## src/rtl/mips_multicycle_ctrl.sv

```systemverilog
// rtl/mips_multicycle_ctrl.sv - Moore-FSM controller for a shared multi-cycle MIPS datapath
module mips_multicycle_ctrl #(
    parameter int RETIRE_W = 16
) (
    input  logic                clk,
    input  logic                rst_n,
    input  logic                run,
    input  logic [5:0]          opcode,
    input  logic                mem_ready,
    output logic                pc_write,
    output logic                pc_write_cond,
    output logic                iord,
    output logic                mem_read,
    output logic                mem_write,
    output logic                ir_write,
    output logic                mem_to_reg,
    output logic                reg_dst,
    output logic                reg_write,
    output logic                alu_src_a,
    output logic [1:0]          alu_src_b,
    output logic [1:0]          alu_op,
    output logic [1:0]          pc_source,
    output logic                illegal,
    output logic                busy,
    output logic [RETIRE_W-1:0] retired,
    output logic [3:0]          state_dbg
);

    typedef enum logic [3:0] {
        S_IDLE   = 4'd0,
        S_FETCH  = 4'd1,
        S_DECODE = 4'd2,
        S_MEMADR = 4'd3,
        S_MEMRD  = 4'd4,
        S_MEMWB  = 4'd5,
        S_MEMWR  = 4'd6,
        S_REXEC  = 4'd7,
        S_RWB    = 4'd8,
        S_BEQ    = 4'd9,
        S_TRAP   = 4'd15
    } state_t;

    localparam logic [5:0] OP_RTYPE = 6'h00;
    localparam logic [5:0] OP_BEQ   = 6'h04;
    localparam logic [5:0] OP_LW    = 6'h23;
    localparam logic [5:0] OP_SW    = 6'h2B;

    state_t                state;
    state_t                next_state;
    logic                  inst_end;
    logic [RETIRE_W-1:0]   retired_q;
    logic                  illegal_q;

    // State register; reset parks the FSM in IDLE immediately, even mid-instruction
    always_ff @(posedge clk or negedge rst_n) begin
        if (!rst_n) begin
            state <= S_IDLE;
        end else begin
            state <= next_state;
        end
    end

    // Next-state logic; inst_end marks the final cycle of a retiring instruction
    always_comb begin
        next_state = state;
        inst_end   = 1'b0;
        case (state)
            S_IDLE: begin
                if (run) begin
                    next_state = S_FETCH;
                end
            end
            S_FETCH: begin
                if (mem_ready) begin
                    next_state = S_DECODE;
                end
            end
            S_DECODE: begin
                case (opcode)
                    OP_LW, OP_SW: next_state = S_MEMADR;
                    OP_RTYPE:     next_state = S_REXEC;
                    OP_BEQ:       next_state = S_BEQ;
                    default:      next_state = S_TRAP;
                endcase
            end
            S_MEMADR: begin
                if (opcode == OP_LW) begin
                    next_state = S_MEMRD;
                end else if (opcode == OP_SW) begin
                    next_state = S_MEMWR;
                end else begin
                    next_state = S_TRAP;
                end
            end
            S_MEMRD: begin
                if (mem_ready) begin
                    next_state = S_MEMWB;
                end
            end
            S_MEMWB: inst_end = 1'b1;
            S_MEMWR: begin
                if (mem_ready) begin
                    inst_end = 1'b1;
                end
            end
            S_REXEC: next_state = S_RWB;
            S_RWB:   inst_end = 1'b1;
            S_BEQ:   inst_end = 1'b1;
            S_TRAP:  next_state = S_TRAP;
            default: next_state = S_IDLE;
        endcase
        if (inst_end) begin
            next_state = run ? S_FETCH : S_IDLE;
        end
    end

    // Retirement counter (wrapping) and sticky trap flag; both frozen once in TRAP
    always_ff @(posedge clk or negedge rst_n) begin
        if (!rst_n) begin
            retired_q <= '0;
            illegal_q <= 1'b0;
        end else begin
            if (inst_end) begin
                retired_q <= retired_q + RETIRE_W'(1);
            end
            if (next_state == S_TRAP) begin
                illegal_q <= 1'b1;
            end
        end
    end

    // Per-state control strobes; only the FETCH capture strobes look at mem_ready
    always_comb begin
        pc_write      = 1'b0;
        pc_write_cond = 1'b0;
        iord          = 1'b0;
        mem_read      = 1'b0;
        mem_write     = 1'b0;
        ir_write      = 1'b0;
        mem_to_reg    = 1'b0;
        reg_dst       = 1'b0;
        reg_write     = 1'b0;
        alu_src_a     = 1'b0;
        alu_src_b     = 2'b00;
        alu_op        = 2'b00;
        pc_source     = 2'b00;
        case (state)
            S_FETCH: begin
                mem_read  = 1'b1;
                alu_src_b = 2'b01;
                ir_write  = mem_ready;
                pc_write  = mem_ready;
            end
            S_DECODE: begin
                alu_src_b = 2'b11;
            end
            S_MEMADR: begin
                alu_src_a = 1'b1;
                alu_src_b = 2'b10;
            end
            S_MEMRD: begin
                mem_read = 1'b1;
                iord     = 1'b1;
            end
            S_MEMWB: begin
                mem_to_reg = 1'b1;
                reg_write  = 1'b1;
            end
            S_MEMWR: begin
                mem_write = 1'b1;
                iord      = 1'b1;
            end
            S_REXEC: begin
                alu_src_a = 1'b1;
                alu_op    = 2'b10;
            end
            S_RWB: begin
                reg_dst   = 1'b1;
                reg_write = 1'b1;
            end
            S_BEQ: begin
                alu_src_a     = 1'b1;
                alu_op        = 2'b01;
                pc_write_cond = 1'b1;
                pc_source     = 2'b01;
            end
            default: begin
            end
        endcase
    end

    assign busy      = (state != S_IDLE) && (state != S_TRAP);
    assign illegal   = illegal_q;
    assign retired   = retired_q;
    assign state_dbg = state;

endmodule
```

## config.mk

```make
export PLATFORM = sky130hd
export DESIGN_NAME = mips_multicycle_ctrl
export DESIGN_NICKNAME = d
export VERILOG_FILES = /design/src/rtl/mips_multicycle_ctrl.sv
export SDC_FILE = /design/constraint.sdc
export NUM_CORES = 1
export LEC_CHECK = 0
export CAP_MARGIN = 10
export CORE_ASPECT_RATIO = 0.6
export CORE_MARGIN = 1.5
export CORE_UTILIZATION = 50
export CTS_BUF_LIST = sky130_fd_sc_hd__clkbuf_8
export CTS_CLUSTER_DIAMETER = 30
export DETAILED_ROUTE_END_ITERATION = 7
export PLACE_DENSITY_LB_ADDON = 0.12
export SLEW_MARGIN = 20
export SYNTH_ARGS = -nofsm -noshare
export SYNTH_HDL_FRONTEND = slang
export SYNTH_SLANG_ARGS = --single-unit
```

## constraint.sdc

```tcl
create_clock -name clk -period 3.51 [get_ports clk]
set_input_delay 0.702 -clock clk [delete_from_list [all_inputs] [get_ports clk]]
set_output_delay 0.702 -clock clk [all_outputs]
set_load 0.05 [all_outputs]
```

==> out/notes.md, run 1 <==
The flow ran to the end, and the final reports show no timing, DRC or antenna violations. Per the final layout report, the fraction of cells sized above drive strength 1 comes to 8.475%. The number of cells reported by Yosys stat comes to 138.

The synthesized netlist has a Yosys-reported chip area of 1341 µm². The width of the die was 69.87 µm. Summing all multiplexer cells gives an area fraction of 1.586%. The most common cell in the netlist is sky130_fd_sc_hd__dfrtp_1. The tools report the end point of the most critical hold path as retired[15]$_DFFE_PN0P_.

The beginning of the worst register-to-register path was state_dbg[2]$_DFF_PN0_. The script reports the combined buffer and inverter count of the critical path as 2. Synthesis produced 138 cells. The Yosys step of the flow raised 0 warnings. The synthesized netlist devotes 0.9328% of its cell area to adder and majority cells.

The switching portion of total power is 53.94%, and the clock buffer instance count of the final layout is 3. The worst setup path is of the in2out kind. The run gives 0 for the antenna diode count. Traced cell by cell, the critical path runs through clkdlybuf4s50_1 > nand3b_1 > nor3_1 > clkdlybuf4s50_1. The final hold violation count recorded for this run is 0. The gate-level netlist out of Yosys references 46 unique cell types. Actual slew at the worst max-slew pin: 0.9073 ns.

Setup repair after global routing left no endpoint under its margin. STA classifies the critical path startpoint as an input port. Net count of the finished layout: 189.

For the met3 capacity usage during global routing, the log shows 6.888%. The flip-flop count of the largest register after layout was 16. Area fraction of clock buffers and clock inverters: 2.548%. The number of sequential cells reported for the layout is 21. Post-CTS timing repair inserted 0 buffers for setup. The launch point of the critical path was reported as mem_ready.

The worst-case vdd ir drop was 0.0005591 V; the leakage power was 0.7143 nW. Area fraction in and, or, nand and nor cells: 27.43%. The net switching power is 0.9190 mW, and the highest attainable clock frequency is 313.3 MHz.

Once the floorplan was initialized, standard cells occupied 53.17% of the core. As logged by OpenROAD, the buffers inserted on ports number 46. The power drawn by the combinational cells is 1.11 mW. The run gives 0 for the residual antenna-violating net count after detailed routing.

After synthesis, the cell types taking the most area are sky130_fd_sc_hd__dfrtp_1 (39%), sky130_fd_sc_hd__xnor2_1 (9.1%), sky130_fd_sc_hd__buf_4 (2.8%). Depth of the worst hold-timing path: 1. With the sequential element share of the synthesized area at 39.18%, the height of the die is 43.12 µm.

The post-synth net total came out at 149.
**Run 1: wiring by layer**

Bar = 20 µm.
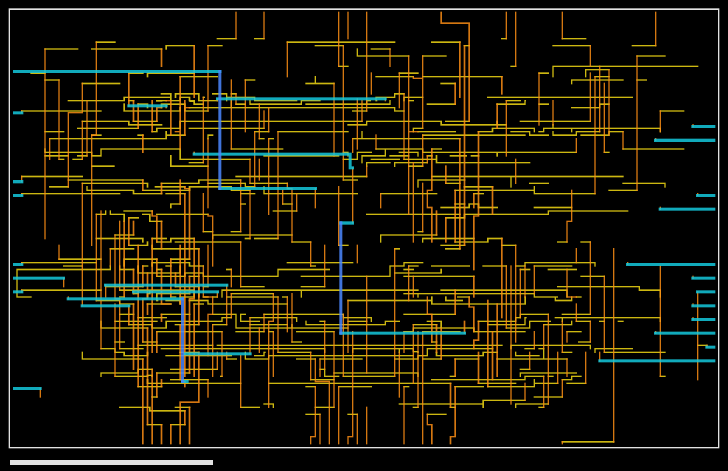
legend:
  met3:
    color: cyan
    wire_length: 183 µm
  met4:
    color: blue
    wire_length: 30.6 µm
  met2:
    color: orange
    wire_length: 1,210 µm
  met1:
    color: yellow
    wire_length: 1,570 µm
total detailed-routing wirelength: 2.993 mm
average routed wire per standard cell: 14.32 µm
GRT Total Usage: 20.58%

**Run 1: clock network drawn from the DEF**

Bar = 20 µm.
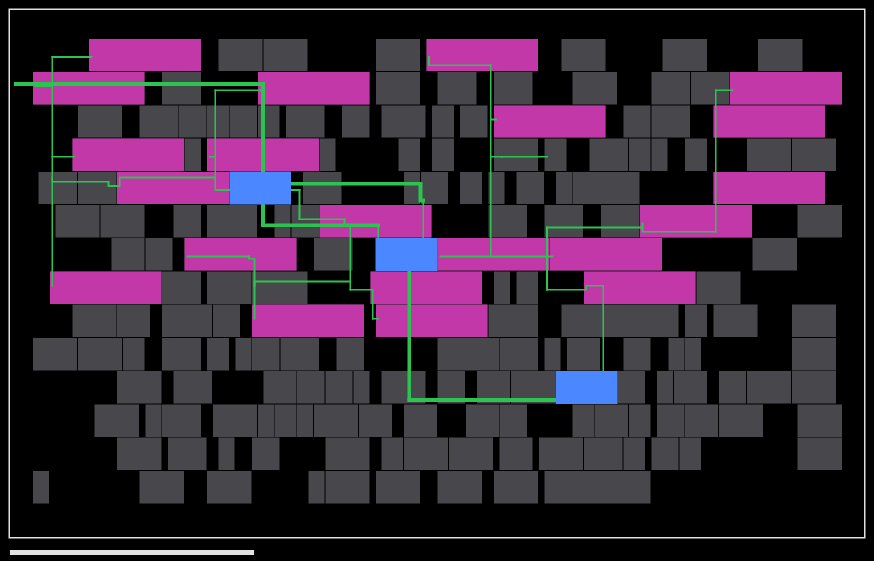
legend:
  clock wires:
    color: green
    length: 267 µm
  cells driving clock nets:
    color: blue
    count: 3
  flip-flops:
    color: magenta
    count: 21
routed clock nets: 4
worst-case clock skew: 0.001406 ns
relative contribution of the clock network to total power: 9.3%
clk_lat worst skew: 0.26 ns
clock group total power: 0.159 mW

**Run 1: cells colored by class**

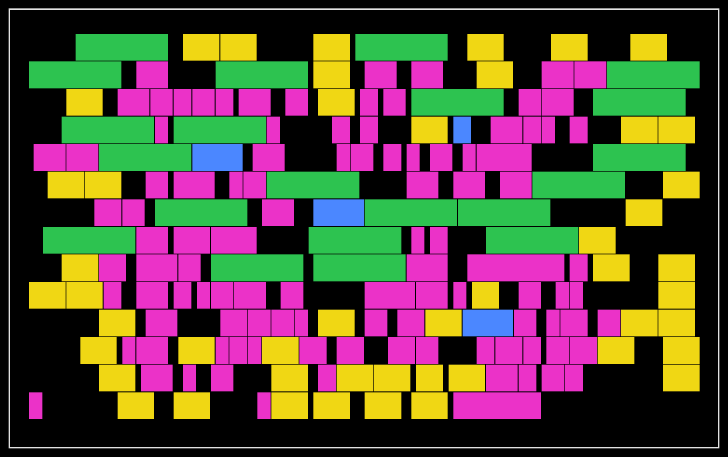
legend:
  flops:
    color: green
    cells: 21
    share_of_their_area: 30%
  clock drivers and dummy loads:
    color: blue
    cells: 4
    share_of_their_area: 2.6%
  all other logic:
    color: magenta
    cells: 104
    share_of_their_area: 41%
  other buffers and delay cells:
    color: yellow
    cells: 48
    share_of_their_area: 27%
share of cell area taken by flip-flops and latches: 28.93%
final design area excluding fillers: 1817 µm²

**Run 1: supply network**

Pins as bars on the die edge. Tap cells in gray.
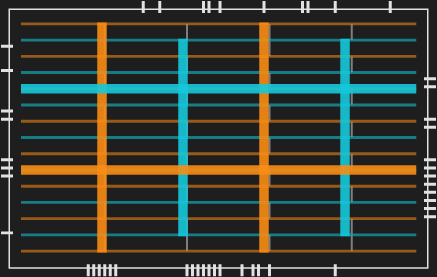

==> run 2, diff against run 1 <==
--- a/config.mk
+++ b/config.mk
@@ -7,12 +7,13 @@
 export LEC_CHECK = 0
 export CAP_MARGIN = 10
 export CORE_ASPECT_RATIO = 0.6
-export CORE_MARGIN = 1.5
+export CORE_MARGIN = 1
 export CORE_UTILIZATION = 50
 export CTS_BUF_LIST = sky130_fd_sc_hd__clkbuf_8
 export CTS_CLUSTER_DIAMETER = 30
 export DETAILED_ROUTE_END_ITERATION = 7
-export PLACE_DENSITY_LB_ADDON = 0.12
+export PLACE_DENSITY = 0.88
+export SETUP_SLACK_MARGIN = 0.1
 export SLEW_MARGIN = 20
 export SYNTH_ARGS = -nofsm -noshare
 export SYNTH_HDL_FRONTEND = slang
**Run 2: supply network**

Pins as bars on the die edge. Tap cells in gray.
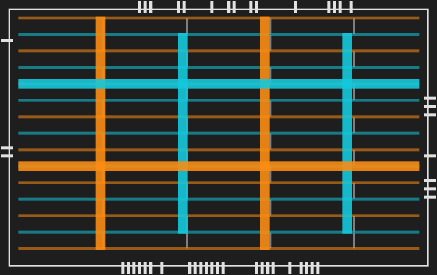
legend:
  VDD:
    color: cyan
  VSS:
    color: orange
met5 straps: 2
met1 rails: 15
tap cells: 32
die width: 68.87 µm
VDD IR max: 0.0004682 V
CORE AREA: 2522 µm²
die outline height: 42.12 µm

==> run 2 against run 1 <==
  * Worst hold slack gained 0.0053 ns
  * Largest power group unchanged
  * Register-to-register slack gained 0.05 ns
  * Core utilization shrank 0.45 points
  * Sequential power grew 7.4%
  * Global-route usage grew 2.3 points
  * Via count shrank 2.2%
==> out/notes.md, run 2 <==
The run gives 318.8 MHz (+1.7%) as the highest attainable clock frequency. The starting density of the core came out at 53.17% (unchanged). Sorting the synthesized cells by area gives the leading types as sky130_fd_sc_hd__dfrtp_1 (39%), sky130_fd_sc_hd__xnor2_1 (9.1%), sky130_fd_sc_hd__buf_4 (2.8%).

Setup repair after global routing left no endpoint under its margin. The run gives 1 (unchanged) for the depth of the worst hold-timing path. The flow ran to the end, and the final reports show no timing, DRC or antenna violations.

With the fraction of standard cell area that is sequential at 29.11% (+0.18 points), the synthesized instance count is 138 (unchanged). The post-synthesis cell count from yosys is 138 (unchanged), and the post-route cell area is 1805 µm² (-0.62%). Looking at the hold checks, the worst path lands on illegal$_DFFE_PN0N_. The run gives 1.08 mW (about the same) for the power drawn by the combinational cells. The area fraction in and, or, nand and nor cells was 27.43% (unchanged); the buffers inserted during post-CTS setup optimization was 0 (unchanged).

The run gives 0.7082 nW (-0.86%) as the leakage power. The switching portion of total power works out to 54.27% (+0.33 points). The net count of the finished layout is 187 (-1.1%), and the number of different library cells in the post-synthesis netlist is 46 (unchanged).

The area fraction in full adders, half adders and majority gates is 0.9328% (unchanged). The count of input and output buffers is 46 (unchanged), and the antenna diode count is 0 (unchanged). For the area reported by Yosys stat, the log shows 1341 µm² (unchanged).

The logs give 21 (unchanged) for the flop count and 39.18% (unchanged) for the sequential element share of the synthesized area. With the area fraction of clock buffers and clock inverters at 2.495% (-0.053 points), the worst path buffer plus inverter count is 1 (-1). The clock latency at the later pin of the worst-skew pair was 0.26 ns (about the same); the flip-flop count of the largest register after layout was 16 (unchanged).

Traced cell by cell, the critical path runs through nand2b_4 > nor3_1 > or2_2 > clkdlybuf4s50_1. Total of warnings raised by yosys: 0 (unchanged). Beginning of the worst register-to-register path: state_dbg[1]$_DFF_PN0_. The run gives 14.65 µm (+2.3%) for the detailed-route wire length per cell. With the residual antenna-violating net count after detailed routing at 0 (unchanged), the fraction of layout instances using a drive strength above 1 is 7.429% (-1.0 points).
**Run 2: routing congestion**

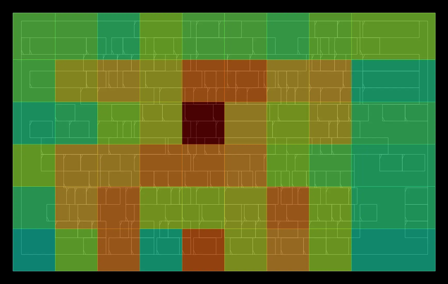
Core Util, Final: 71.58%
gr busiest metal: met1
met2 demand-to-capacity share in global routing: 33.98%
GRT Total Usage: 22.86%
M3 GR Usage: 4.891%

==> run 3, diff against run 2 <==
--- a/config.mk
+++ b/config.mk
@@ -5,6 +5,7 @@
 export SDC_FILE = /design/constraint.sdc
 export NUM_CORES = 1
 export LEC_CHECK = 0
+export ABC_CLOCK_PERIOD_IN_PS = 3510
 export CAP_MARGIN = 10
 export CORE_ASPECT_RATIO = 0.6
 export CORE_MARGIN = 1
**Run 3: routing congestion**

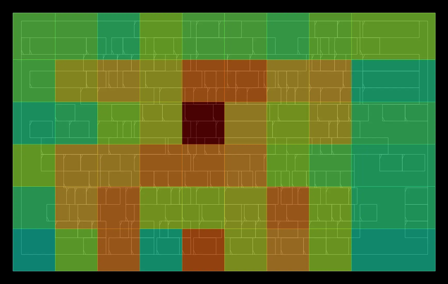
average routed wire per standard cell: 14.65 µm
GR Util met1: 34.67%

**Run 3: cells colored by class**

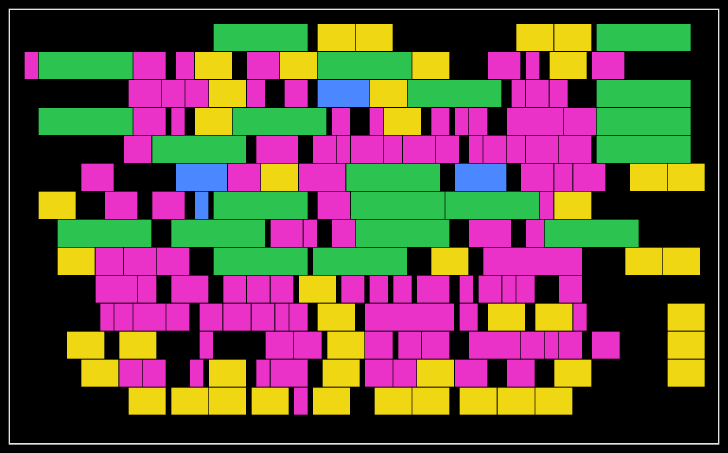
legend:
  clock drivers and dummy loads:
    color: blue
    cells: 4
    share_of_their_area: 2.6%
  flops:
    color: green
    cells: 21
    share_of_their_area: 30%
  other buffers and delay cells:
    color: yellow
    cells: 46
    share_of_their_area: 26%
  all other logic:
    color: magenta
    cells: 104
    share_of_their_area: 42%
share of cell area taken by flip-flops and latches: 29.11%
final design area excluding fillers: 1805 µm²
count of standard-cell rows: 14

==> run 3 against run 2 <==
  * Largest cell class unchanged
  * Synthesized cell count unchanged
  * Maximum frequency unchanged
  * Critical path depth unchanged
  * Area after synthesis unchanged
  * Largest power group unchanged
  * Count of clock-buffer cells in the layout unchanged
==> out/notes.md, run 3 <==
The buffers inserted during post-CTS setup optimization is 0 (unchanged). In the post-synthesis netlist, the biggest area contributors are sky130_fd_sc_hd__dfrtp_1 (39%), sky130_fd_sc_hd__xnor2_1 (9.1%), sky130_fd_sc_hd__buf_4 (2.8%). The final design utilization is 71.58% (unchanged), and the total of warnings raised by yosys is 0 (unchanged). Synthesized instance count: 138 (unchanged). The flop count is 21 (unchanged), and the area fraction of clock buffers and clock inverters is 2.495% (unchanged). The tools report the global-route usage over all layers as 22.86% (unchanged). The area fraction in and, or, nand and nor cells works out to 27.43% (unchanged). The fraction of layout instances using a drive strength above 1 was 7.429% (unchanged). The run gives 1 (unchanged) for the depth of the worst hold-timing path.

The run gives 0 (unchanged) for the antenna diode count. The worst-case vdd ir drop was 0.0004682 V (unchanged); the leakage power was 0.7082 nW (unchanged). The switching portion of total power is 54.27% (unchanged). The run gives 318.8 MHz (unchanged) for the highest attainable clock frequency. The run gives 1341 µm² (unchanged) for the area reported by Yosys stat.

The tools report the beginning of the worst register-to-register path as state_dbg[1]$_DFF_PN0_. The post-synthesis cell count from yosys was 138 (unchanged). Power drawn by the combinational cells: 1.08 mW (about the same). The area fraction in full adders, half adders and majority gates is 0.9328% (unchanged). The clock latency at the later pin of the worst-skew pair came out at 0.26 ns (about the same).

The count of input and output buffers is 46 (unchanged). The run finished with clean final reports. The tools report the met3 capacity usage during global routing as 4.891% (unchanged). The tools report the end point of the most critical hold path as illegal$_DFFE_PN0N_. The number of different library cells in the post-synthesis netlist was 46 (unchanged).

The cell sequence reported for the critical path is nand2b_4 > nor3_1 > or2_2 > clkdlybuf4s50_1. With the sequential element share of the synthesized area at 39.18% (unchanged), the net count of the finished layout is 187 (unchanged). Residual antenna-violating net count after detailed routing: 0 (unchanged).
Power is estimated from default activity; no workload was simulated.
